Fig. 1: PDN straps and rails
Scale bar: 20 um. Pins as bars on the die edge. Tap cells in grey.
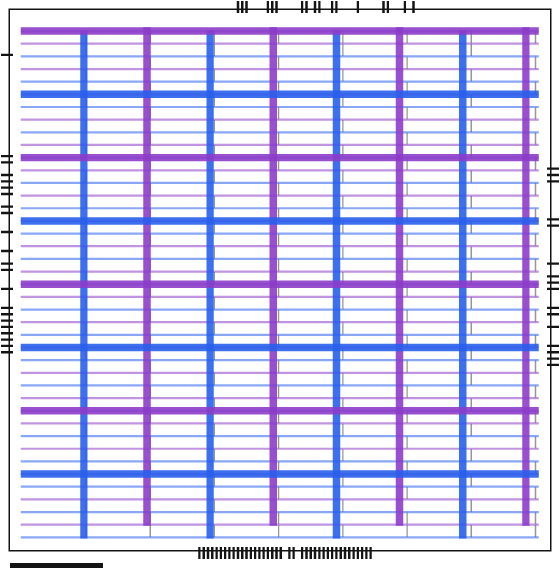
Fig. 2: cells coloured by class
Scale bar: 20 um.
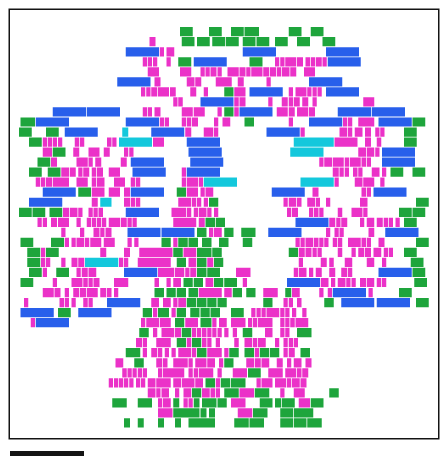
Fig. 3: routed clock nets over the placement
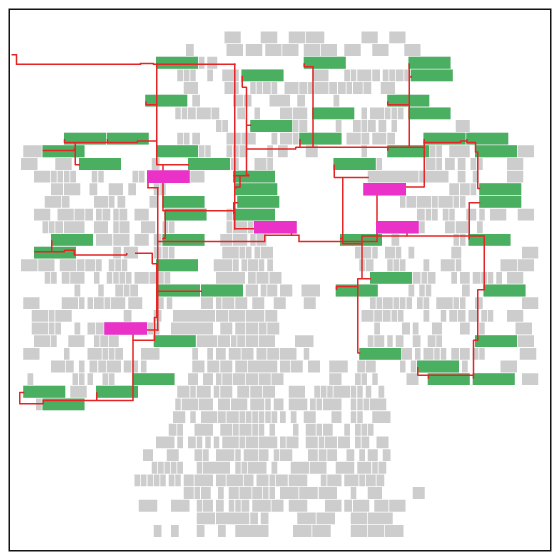
## config.mk

```make
export PLATFORM = sky130hd
export DESIGN_NAME = branch_hazard_ctrl_flat
export DESIGN_NICKNAME = d
export VERILOG_FILES = /design/src/rtl/branch_hazard_ctrl_if.sv /design/src/rtl/branch_hazard_ctrl.sv /design/src/flat_wrapper.sv
export SDC_FILE = /design/constraint.sdc
export NUM_CORES = 1
export LEC_CHECK = 0
export ABC_AREA = 1
export CAP_MARGIN = 10
export CORE_MARGIN = 2
export CORE_UTILIZATION = 30
export CTS_BUF_LIST = sky130_fd_sc_hd__clkbuf_8 sky130_fd_sc_hd__clkbuf_16
export CTS_CLUSTER_DIAMETER = 40
export DETAILED_ROUTE_END_ITERATION = 6
export SETUP_SLACK_MARGIN = 0.3
export SLEW_MARGIN = 10
export SYNTH_ARGS = -nofsm -noshare
export SYNTH_HDL_FRONTEND = slang
export SYNTH_SLANG_ARGS = --single-unit
```

## constraint.sdc

```tcl
create_clock -name clock -period 4.35 [get_ports clock]
set_clock_uncertainty 0.05 [all_clocks]
set_input_delay 1.0875 -clock clock [delete_from_list [all_inputs] [get_ports clock]]
set_output_delay 1.0875 -clock clock [all_outputs]
set_load 0.03 [all_outputs]
```

## src/rtl/branch_hazard_ctrl_if.sv

```systemverilog
// ---------------------------------------------------------------------------
// branch_hazard_ctrl_if
// Bundles the signals between the ID-stage branch hazard controller and the
// pipeline around it.
//   master : the pipeline side. It drives the IF/ID opcode and sources, the
//            ID/EX, EX/MEM and MEM/WB destination info, and the comparator
//            result. It receives the stall, flush and forward selects.
//   slave  : the controller. It has the opposite directions.
// Signal summary:
//   id_op[5:0], id_rs[4:0], id_rt[4:0]        branch in IF/ID
//   idex_regwr, idex_memrd, idex_rd[4:0]      producer in ID/EX
//   exmem_regwr, exmem_memrd, exmem_rd[4:0]   producer in EX/MEM
//   memwb_regwr, memwb_rd[4:0]                producer in MEM/WB
//   take_branch                               comparator result
//   fa, fb [1:0]                              00 regfile, 01 MEMWB, 10 EXMEM
//   stall, resolve, flush_ifid                pipeline control
//   br_cnt, taken_cnt, stall_cnt [CNT_W-1:0]  saturating statistics
// ---------------------------------------------------------------------------
interface branch_hazard_ctrl_if #(
    parameter int CNT_W = 16
);
    logic [5:0]       id_op;
    logic [4:0]       id_rs;
    logic [4:0]       id_rt;
    logic             idex_regwr;
    logic             idex_memrd;
    logic [4:0]       idex_rd;
    logic             exmem_regwr;
    logic             exmem_memrd;
    logic [4:0]       exmem_rd;
    logic             memwb_regwr;
    logic [4:0]       memwb_rd;
    logic             take_branch;
    logic [1:0]       fa;
    logic [1:0]       fb;
    logic             stall;
    logic             resolve;
    logic             flush_ifid;
    logic [CNT_W-1:0] br_cnt;
    logic [CNT_W-1:0] taken_cnt;
    logic [CNT_W-1:0] stall_cnt;

    modport master (
        output id_op, id_rs, id_rt,
        output idex_regwr, idex_memrd, idex_rd,
        output exmem_regwr, exmem_memrd, exmem_rd,
        output memwb_regwr, memwb_rd,
        output take_branch,
        input  fa, fb, stall, resolve, flush_ifid,
        input  br_cnt, taken_cnt, stall_cnt
    );

    modport slave (
        input  id_op, id_rs, id_rt,
        input  idex_regwr, idex_memrd, idex_rd,
        input  exmem_regwr, exmem_memrd, exmem_rd,
        input  memwb_regwr, memwb_rd,
        input  take_branch,
        output fa, fb, stall, resolve, flush_ifid,
        output br_cnt, taken_cnt, stall_cnt
    );
endinterface

```

## src/rtl/branch_hazard_ctrl.sv

```systemverilog
// ---------------------------------------------------------------------------
// branch_hazard_ctrl
// Sequences BEQ resolution in the ID stage. It finds operand hazards for the
// ID-stage comparator and stalls IF/ID for 0-2 cycles. On the resolve cycle it
// drives the forward selects fa/fb. It flushes IF/ID when the branch is taken
// and keeps saturating statistics counters.
// Ports:
//   clock : pipeline clock
//   reset : asynchronous, active-high
//   bus   : branch_hazard_ctrl_if.slave (see interface header)
// ---------------------------------------------------------------------------
module branch_hazard_ctrl #(
    parameter logic [5:0] BEQ_OP = 6'b000100,
    parameter int         CNT_W  = 16
) (
    input  logic                clock,
    input  logic                reset,
    branch_hazard_ctrl_if.slave bus
);
    typedef enum logic {IDLE, WAIT} state_t;

    state_t           state_reg;
    logic [1:0]       wcnt_reg;
    logic [CNT_W-1:0] br_cnt_reg;
    logic [CNT_W-1:0] taken_cnt_reg;
    logic [CNT_W-1:0] stall_cnt_reg;

    logic [4:0] src   [2];
    logic [1:0] need  [2];
    logic [1:0] fwd   [2];
    logic [1:0] nmax;
    logic       is_beq;
    logic       stall_c;
    logic       resolve_c;

    assign src[0] = bus.id_rs;
    assign src[1] = bus.id_rt;

    // Per-source hazard depth and forward choice. $0 never matches.
    genvar gi;
    generate
        for (gi = 0; gi < 2; gi++) begin : g_src
            logic nz, m_idex, m_exmem, m_memwb;
            assign nz      = (src[gi] != 5'd0);
            assign m_idex  = bus.idex_regwr  && (bus.idex_rd  == src[gi]) && nz;
            assign m_exmem = bus.exmem_regwr && (bus.exmem_rd == src[gi]) && nz;
            assign m_memwb = bus.memwb_regwr && (bus.memwb_rd == src[gi]) && nz;

            assign need[gi] = (m_idex && bus.idex_memrd)                  ? 2'd2 :
                              ((m_idex && !bus.idex_memrd) ||
                               (m_exmem && bus.exmem_memrd))              ? 2'd1 : 2'd0;

            // EX/MEM ALU result beats the older MEM/WB value.
            assign fwd[gi]  = (m_exmem && !bus.exmem_memrd) ? 2'b10 :
                              m_memwb                       ? 2'b01 : 2'b00;
        end
    endgenerate

    assign nmax   = (need[0] > need[1]) ? need[0] : need[1];
    assign is_beq = (bus.id_op == BEQ_OP);

    always_comb begin
        stall_c   = 1'b0;
        resolve_c = 1'b0;
        case (state_reg)
            IDLE: begin
                if (is_beq) begin
                    if (nmax == 2'd0) resolve_c = 1'b1;
                    else              stall_c   = 1'b1;
                end
            end
            WAIT: begin
                // The branch is held in IF/ID while waiting, so id_op is not rechecked.
                if (wcnt_reg != 2'd0) stall_c   = 1'b1;
                else                  resolve_c = 1'b1;
            end
            default: ;
        endcase
    end

    always_ff @(posedge clock or posedge reset) begin
        if (reset) begin
            state_reg     <= IDLE;
            wcnt_reg      <= 2'd0;
            br_cnt_reg    <= '0;
            taken_cnt_reg <= '0;
            stall_cnt_reg <= '0;
        end else begin
            case (state_reg)
                IDLE: begin
                    if (is_beq && (nmax != 2'd0)) begin
                        wcnt_reg  <= nmax - 2'd1;
                        state_reg <= WAIT;
                    end
                end
                WAIT: begin
                    if (wcnt_reg != 2'd0) wcnt_reg  <= wcnt_reg - 2'd1;
                    else                  state_reg <= IDLE;
                end
                default: state_reg <= IDLE;
            endcase

            if (resolve_c && (br_cnt_reg != '1))
                br_cnt_reg <= br_cnt_reg + 1'b1;
            if (resolve_c && bus.take_branch && (taken_cnt_reg != '1))
                taken_cnt_reg <= taken_cnt_reg + 1'b1;
            if (stall_c && (stall_cnt_reg != '1))
                stall_cnt_reg <= stall_cnt_reg + 1'b1;
        end
    end

    assign bus.stall      = stall_c;
    assign bus.resolve    = resolve_c;
    assign bus.flush_ifid = resolve_c && bus.take_branch;
    assign bus.fa         = resolve_c ? fwd[0] : 2'b00;
    assign bus.fb         = resolve_c ? fwd[1] : 2'b00;
    assign bus.br_cnt     = br_cnt_reg;
    assign bus.taken_cnt  = taken_cnt_reg;
    assign bus.stall_cnt  = stall_cnt_reg;
endmodule

```

## src/flat_wrapper.sv

```systemverilog
// flat-port wrapper written by rule: the top's interface ports become plain ports
module branch_hazard_ctrl_flat 
#(
    parameter logic [5:0] BEQ_OP = 6'b000100,
    parameter int         CNT_W  = 16
)
  (clock, reset, bus_id_op, bus_id_rs, bus_id_rt, bus_idex_regwr, bus_idex_memrd, bus_idex_rd, bus_exmem_regwr, bus_exmem_memrd, bus_exmem_rd, bus_memwb_regwr, bus_memwb_rd, bus_take_branch, bus_fa, bus_fb, bus_stall, bus_resolve, bus_flush_ifid, bus_br_cnt, bus_taken_cnt, bus_stall_cnt);
  branch_hazard_ctrl_if #(.CNT_W(CNT_W)) bus_i ();
  input  logic clock;
  input  logic reset;
  input wire logic [$bits(bus_i.id_op)-1:0] bus_id_op;
  input wire logic [$bits(bus_i.id_rs)-1:0] bus_id_rs;
  input wire logic [$bits(bus_i.id_rt)-1:0] bus_id_rt;
  input wire logic [$bits(bus_i.idex_regwr)-1:0] bus_idex_regwr;
  input wire logic [$bits(bus_i.idex_memrd)-1:0] bus_idex_memrd;
  input wire logic [$bits(bus_i.idex_rd)-1:0] bus_idex_rd;
  input wire logic [$bits(bus_i.exmem_regwr)-1:0] bus_exmem_regwr;
  input wire logic [$bits(bus_i.exmem_memrd)-1:0] bus_exmem_memrd;
  input wire logic [$bits(bus_i.exmem_rd)-1:0] bus_exmem_rd;
  input wire logic [$bits(bus_i.memwb_regwr)-1:0] bus_memwb_regwr;
  input wire logic [$bits(bus_i.memwb_rd)-1:0] bus_memwb_rd;
  input wire logic [$bits(bus_i.take_branch)-1:0] bus_take_branch;
  output wire logic [$bits(bus_i.fa)-1:0] bus_fa;
  output wire logic [$bits(bus_i.fb)-1:0] bus_fb;
  output wire logic [$bits(bus_i.stall)-1:0] bus_stall;
  output wire logic [$bits(bus_i.resolve)-1:0] bus_resolve;
  output wire logic [$bits(bus_i.flush_ifid)-1:0] bus_flush_ifid;
  output wire logic [$bits(bus_i.br_cnt)-1:0] bus_br_cnt;
  output wire logic [$bits(bus_i.taken_cnt)-1:0] bus_taken_cnt;
  output wire logic [$bits(bus_i.stall_cnt)-1:0] bus_stall_cnt;
  assign bus_i.id_op = bus_id_op;
  assign bus_i.id_rs = bus_id_rs;
  assign bus_i.id_rt = bus_id_rt;
  assign bus_i.idex_regwr = bus_idex_regwr;
  assign bus_i.idex_memrd = bus_idex_memrd;
  assign bus_i.idex_rd = bus_idex_rd;
  assign bus_i.exmem_regwr = bus_exmem_regwr;
  assign bus_i.exmem_memrd = bus_exmem_memrd;
  assign bus_i.exmem_rd = bus_exmem_rd;
  assign bus_i.memwb_regwr = bus_memwb_regwr;
  assign bus_i.memwb_rd = bus_memwb_rd;
  assign bus_i.take_branch = bus_take_branch;
  assign bus_fa = bus_i.fa;
  assign bus_fb = bus_i.fb;
  assign bus_stall = bus_i.stall;
  assign bus_resolve = bus_i.resolve;
  assign bus_flush_ifid = bus_i.flush_ifid;
  assign bus_br_cnt = bus_i.br_cnt;
  assign bus_taken_cnt = bus_i.taken_cnt;
  assign bus_stall_cnt = bus_i.stall_cnt;
  branch_hazard_ctrl #(.BEQ_OP(BEQ_OP), .CNT_W(CNT_W)) u_core (.clock(clock), .reset(reset), .bus(bus_i));
endmodule
```

==> flow_summary.toml <==
# yosys + openroad results
[placed_design]
place_ws_ns = -0.474

[synth]
synth_top_area_share = 0.339
ys.flop_type = "dfrtp_1"
synthesis.nets = 601
synth_cell_type_count = 31
seq_area_frac_synth = 0.339
ys_top_logic_family = "simple AND/OR/NAND/NOR gates"
async_flop_share = 1.00
avgSynthCellArea_sq_um = 6.77
ys_sh_adder = 0.0199
synth_area_sq_um = 3770

[worst_setup_path]
crit_family = "simple AND/OR/NAND/NOR gates"
critical_path.endpoint = "bus_fa[0]"
cp.depth = 20
path_cells = "buf_6 > inv_8 > nand2_2 > nand2_1 > nor2_1 > nand2_1 > nor2_2 > nand3_2 > and2_4 > ha_4 > nand2_2 > o21a_1 > inv_2 > nand3_4 > nand2_2 > nand4_1 > nand2_2 > inv_8 > nor2_4 > buf_6"

[final_layout]
comb_cells = 426
inv_count = 64
comb_area_sq_um = 2360

[sta]
period_needed_ns = 4.39
fmax_mhz = 228
setup_ws_ns = -0.0429
setup_viol = 7
fin_crit_sh = 1.01

[status]
status = "finished with violations"
violations = "setup timing"

[die]
well_tap_count = 168

[global_routing]
grt_max_degree = 41
use_met3 = 0.0340

[detailed_routing]
met1Wirelength_um = 4890

[clocking]
htree_levels = 2

[power]
p_seq_mw = 0.513
## Picture notes: Fig. 1
| colour | net |
|---|---|
| blue | VSS |
| purple | VDD |
rows: 40
tap cells: 168
die x size: 116 um
Die Ht: 116 um
core area: 12100 sq um

## Picture notes: Fig. 2
| colour | class | cells | share of their area |
|---|---|---|---|
| cyan | clock drivers and dummy loads | 8 | 3.1% |
| magenta | combinational and other logic | 490 | 48% |
| blue | sequential cells | 51 | 23% |
| green | remaining buffers and delay cells | 154 | 25% |
row count: 40
Design Area, Final: 5670 sq um
flop share of the area: 0.225
final core occ: 0.468

## Picture notes: Fig. 3
[green] flip-flops | count: 51
[red] clock wires | length: 714 um
[magenta] clock drivers | count: 5
routed clock nets: 6
P_clk: 0.453 mW
Clock power frac: 0.365
Latency at later pin: 0.30 ns

No activity file was given, so power comes from the tool's default toggle rates.
